File: config.mk
export PLATFORM = sky130hd
export DESIGN_NAME = expr_sig_capture
export DESIGN_NICKNAME = d
export VERILOG_FILES = /design/src/rtl/expr_sig_pkg.sv /design/src/rtl/expr_misr_step.sv /design/src/rtl/expr_sig_capture.sv
export SDC_FILE = /design/constraint.sdc
export NUM_CORES = 1
export LEC_CHECK = 0
export ABC_AREA = 1
export CORE_ASPECT_RATIO = 1.25
export CORE_UTILIZATION = 47
export CTS_CLUSTER_SIZE = 25
export DETAILED_ROUTE_END_ITERATION = 8
export PLACE_DENSITY = 0.9
export SYNTH_ARGS = -nofsm -noshare
export SYNTH_HDL_FRONTEND = slang
export SYNTH_SLANG_ARGS = --single-unit
File: constraint.sdc
create_clock -name clk -period 2.2 [get_ports clk]
set_input_delay 0.44 -clock clk [delete_from_list [all_inputs] [get_ports clk]]
set_output_delay 0.44 -clock clk [all_outputs]
set_load 0.01 [all_outputs]
File: src/rtl/expr_sig_pkg.sv
// Shared types and constants for the expression response-capture stage.
package expr_sig_pkg;

  localparam int Y_W   = 90;
  localparam int SIG_W = 32;
  localparam int CNT_W = 16;

  // CRC-32 generator polynomial used as the MISR feedback taps.
  localparam logic [SIG_W-1:0] SIG_POLY = 32'h04C11DB7;
  // Signature value at the start of every run.
  localparam logic [SIG_W-1:0] SIG_SEED = 32'hFFFFFFFF;

  typedef enum logic [1:0] {
    ST_IDLE  = 2'd0,
    ST_RUN   = 2'd1,
    ST_CHECK = 2'd2,
    ST_DONE  = 2'd3
  } state_e;

endpackage

File: src/rtl/expr_misr_step.sv
// One MISR step: fold the wide result vector to signature width, then shift
// the signature with polynomial feedback and mix in the folded word.
module expr_misr_step #(
  parameter int Y_W   = 90,
  parameter int SIG_W = 32
) (
  input  logic [SIG_W-1:0] sig,
  input  logic [Y_W-1:0]   y,
  output logic [SIG_W-1:0] sig_next
);
  import expr_sig_pkg::*;

  logic [SIG_W-1:0] fold;
  logic [SIG_W-1:0] feedback;

  // Fold the two full words and the zero-extended top slice, then step the MISR.
  always_comb begin
    fold     = y[SIG_W-1:0] ^ y[2*SIG_W-1:SIG_W] ^ SIG_W'(y[Y_W-1:2*SIG_W]);
    feedback = sig[SIG_W-1] ? SIG_POLY : '0;
    sig_next = {sig[SIG_W-2:0], 1'b0} ^ feedback ^ fold;
  end

endmodule

File: src/rtl/expr_sig_capture.sv
// Response-capture stage: compresses a programmed number of result vectors
// into a MISR signature and compares it with a golden value.
module expr_sig_capture #(
  parameter int Y_W   = 90,
  parameter int SIG_W = 32,
  parameter int CNT_W = 16
) (
  input  logic             clk,
  input  logic             rst_n,
  input  logic             start,
  input  logic [CNT_W-1:0] num_vec,
  input  logic [SIG_W-1:0] golden,
  input  logic             in_valid,
  input  logic [Y_W-1:0]   in_y,
  output logic             in_ready,
  output logic             busy,
  output logic             done,
  output logic             pass,
  output logic [SIG_W-1:0] signature,
  output logic [CNT_W-1:0] vec_count
);
  import expr_sig_pkg::*;

  state_e           state_q, state_d;
  logic [CNT_W-1:0] num_vec_q, num_vec_d;
  logic [SIG_W-1:0] golden_q, golden_d;
  logic [SIG_W-1:0] sig_q, sig_d;
  logic [CNT_W-1:0] cnt_q, cnt_d;
  logic             pass_q, pass_d;

  logic [SIG_W-1:0] sig_step;
  logic [CNT_W-1:0] cnt_inc;
  logic             accept;

  expr_misr_step #(
    .Y_W   (Y_W),
    .SIG_W (SIG_W)
  ) u_misr_step (
    .sig      (sig_q),
    .y        (in_y),
    .sig_next (sig_step)
  );

  assign accept  = in_valid && (state_q == ST_RUN);
  assign cnt_inc = cnt_q + CNT_W'(1);

  // Next-state logic for the FSM, run parameters, signature, count and result.
  always_comb begin
    // NOTE: every target gets a hold default first so no path through the case infers a latch.
    state_d   = state_q;
    num_vec_d = num_vec_q;
    golden_d  = golden_q;
    sig_d     = sig_q;
    cnt_d     = cnt_q;
    pass_d    = pass_q;

    case (state_q)
      ST_IDLE, ST_DONE: begin
        if (start) begin
          num_vec_d = num_vec;
          golden_d  = golden;
          sig_d     = SIG_SEED;
          cnt_d     = '0;
          pass_d    = 1'b0;
          state_d   = (num_vec == '0) ? ST_CHECK : ST_RUN;
        end
      end
      ST_RUN: begin
        // start is deliberately ignored here; a run always completes as programmed.
        if (accept) begin
          sig_d = sig_step;
          cnt_d = cnt_inc;
          if (cnt_inc == num_vec_q) begin
            state_d = ST_CHECK;
          end
        end
      end
      ST_CHECK: begin
        pass_d  = (sig_q == golden_q);
        state_d = ST_DONE;
      end
      default: begin
        state_d = ST_IDLE;
      end
    endcase
  end

  // State registers with asynchronous active-low reset to the idle values.
  always_ff @(posedge clk or negedge rst_n) begin
    if (!rst_n) begin
      state_q   <= ST_IDLE;
      num_vec_q <= '0;
      golden_q  <= '0;
      sig_q     <= SIG_SEED;
      cnt_q     <= '0;
      pass_q    <= 1'b0;
    end else begin
      // NOTE: non-blocking assignments so every register samples the pre-edge values.
      state_q   <= state_d;
      num_vec_q <= num_vec_d;
      golden_q  <= golden_d;
      sig_q     <= sig_d;
      cnt_q     <= cnt_d;
      pass_q    <= pass_d;
    end
  end

  assign in_ready  = (state_q == ST_RUN);
  assign busy      = (state_q == ST_RUN) || (state_q == ST_CHECK);
  assign done      = (state_q == ST_DONE);
  assign pass      = pass_q;
  assign signature = sig_q;
  assign vec_count = cnt_q;

endmodule

### Power grid

The bar under the picture is 20 um long. Pins as bars on the die edge.
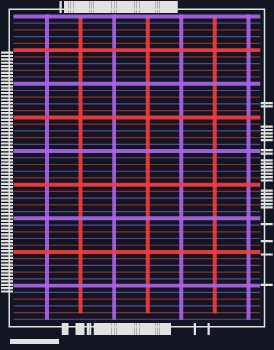
[red] VDD
[purple] VSS
met5 straps: 9
met4 straps: 7
signal pins: 194

==> git commit body <==
Update PnR metrics after Yosys + OpenROAD run

* Total negative slack for setup checks: 0 ns
* Critical Path RT: 1.76 ns
- GRT Util Overall: approximately a quarter
- M1 wire length: 5860 um
* Critical path launch point: state_q[0]$_DFFE_PN0P_
- Worst Clk Skew: 0.00699 ns
* Wire length per cell: 14.5 um
* Worst-case setup margin in the final layout: about 0.15 ns
- In the routed design, unresolved DRC markers number 0.
- RSZ-0062 raised after global routing: false
- Looking at the cell usage after synthesis, the top flip-flop cell is sky130_fd_sc_hd__dfrtp_1.
- The overall die size recorded for this design is 13100 um2.
- For this run, the share of the core covered by cells in the final layout is 69.4%.
- Power density cells: 1140 nW/um2
- Final max-slew violation count: 0
- Leaving out fill and tap cells, the most frequent cell in the layout is sky130_fd_sc_hd__clkdlybuf4s50_1.
- Highest-delay cell along the critical path: sky130_fd_sc_hd__dfrtp_1
- Placed inst area: 8180 um2
- Nets: 1067
* Metal3 WL: 772 um
- The timing report attributes the biggest portion of critical-path delay to buffers and inverters.
- Outcome: finished clean
- Port buffering added 193 buffers.
- Per the placement report, the placed cell count is 1074.
* Die y size: around 130 um
- Total CTS buffers: 9
* Number of logged tool warnings: 28
### Placed cells, one colour a class

Fill, decap, tap and diode cells in grey.
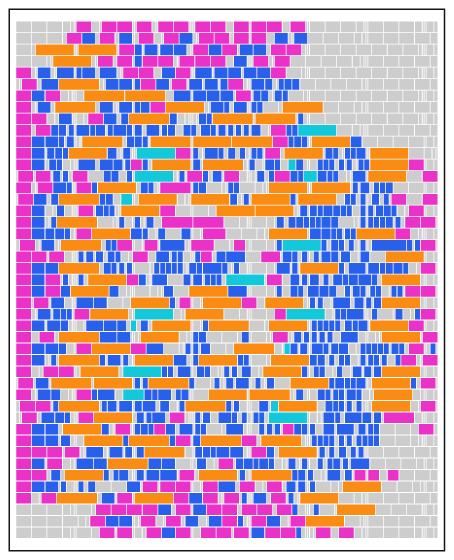
[cyan] clock drivers and dummy loads | cells: 16 | share of their area: 3.3%
[blue] remaining logic cells | cells: 602 | share of their area: 41%
[magenta] remaining buffers and delay cells | cells: 209 | share of their area: 26%
[orange] registers | cells: 99 | share of their area: 30%

## sequential cells by signal, indices dropped and copies added (netlist names)
signal and flops:
golden_q 32, num_vec_q 16, pass 1, signature 32, state_q 2, vec_count 16
## cell families after synthesis
kind of cell,Yosys count,synth area share (%)
flops,99,42.3
compound gates,131,12.2
simple gates,223,16.9
mux,16,3.03
xor+xnor,103,15.4
fa+ha+maj,4,0.842
buf+inv,144,9.26
## path summary, 6_finish.rpt
| path | end | slack (ns) | cells after the start |
|---|---|---|---|
| worst max-delay path | busy | 0.15 | 4 |
| worst min-delay path | vec_count[1]$_DFFE_PN0P_ | 0.01 | 1 |
| worst max register to register | state_q[1]$_DFFE_PN0P_ | 0.20 | 14 |
| worst min register to register | num_vec_q[6]$_DFFE_PN0P_ | 0.50 | 2 |
| max in group asynchronous | signature[12]$_DFFE_PN1P_ | 1.46 | 2 |
| min in group clk | num_vec_q[6]$_DFFE_PN0P_ | 0.50 | 2 |
## layout make-up
type                       count  area (um2)
clock inverter                 4        26.3
timing repair buffer         209        2120
fill                         970        3740
sequential                    99        2520
clock buffer                  12         246
multi-input combinational    477        2900
inverter                     125         469
tap                          164         205
## where the power goes
group          internal [mW]  switching, mW  total [mW]
registers               2.69          0.597        3.28
clock network          0.799          0.673        1.47
logic                   2.31           2.58        4.89
total                   5.80           3.85        9.65
## layer usage
layer | up-vias | GRT usage, %
li1 | 2709 | -
met4 | 0 | 11.3
met3 | 39 | 4.47
met2 | 174 | 47.4
met1 | 2583 | 27.2
met5 | - | 0
## timing repair
item,4_1_cts,5_1_grt
setup endpoints to repair,1,20
gates resized,1,8
hold buffers,0,0
No activity file was given, so power comes from the tool's default toggle rates.
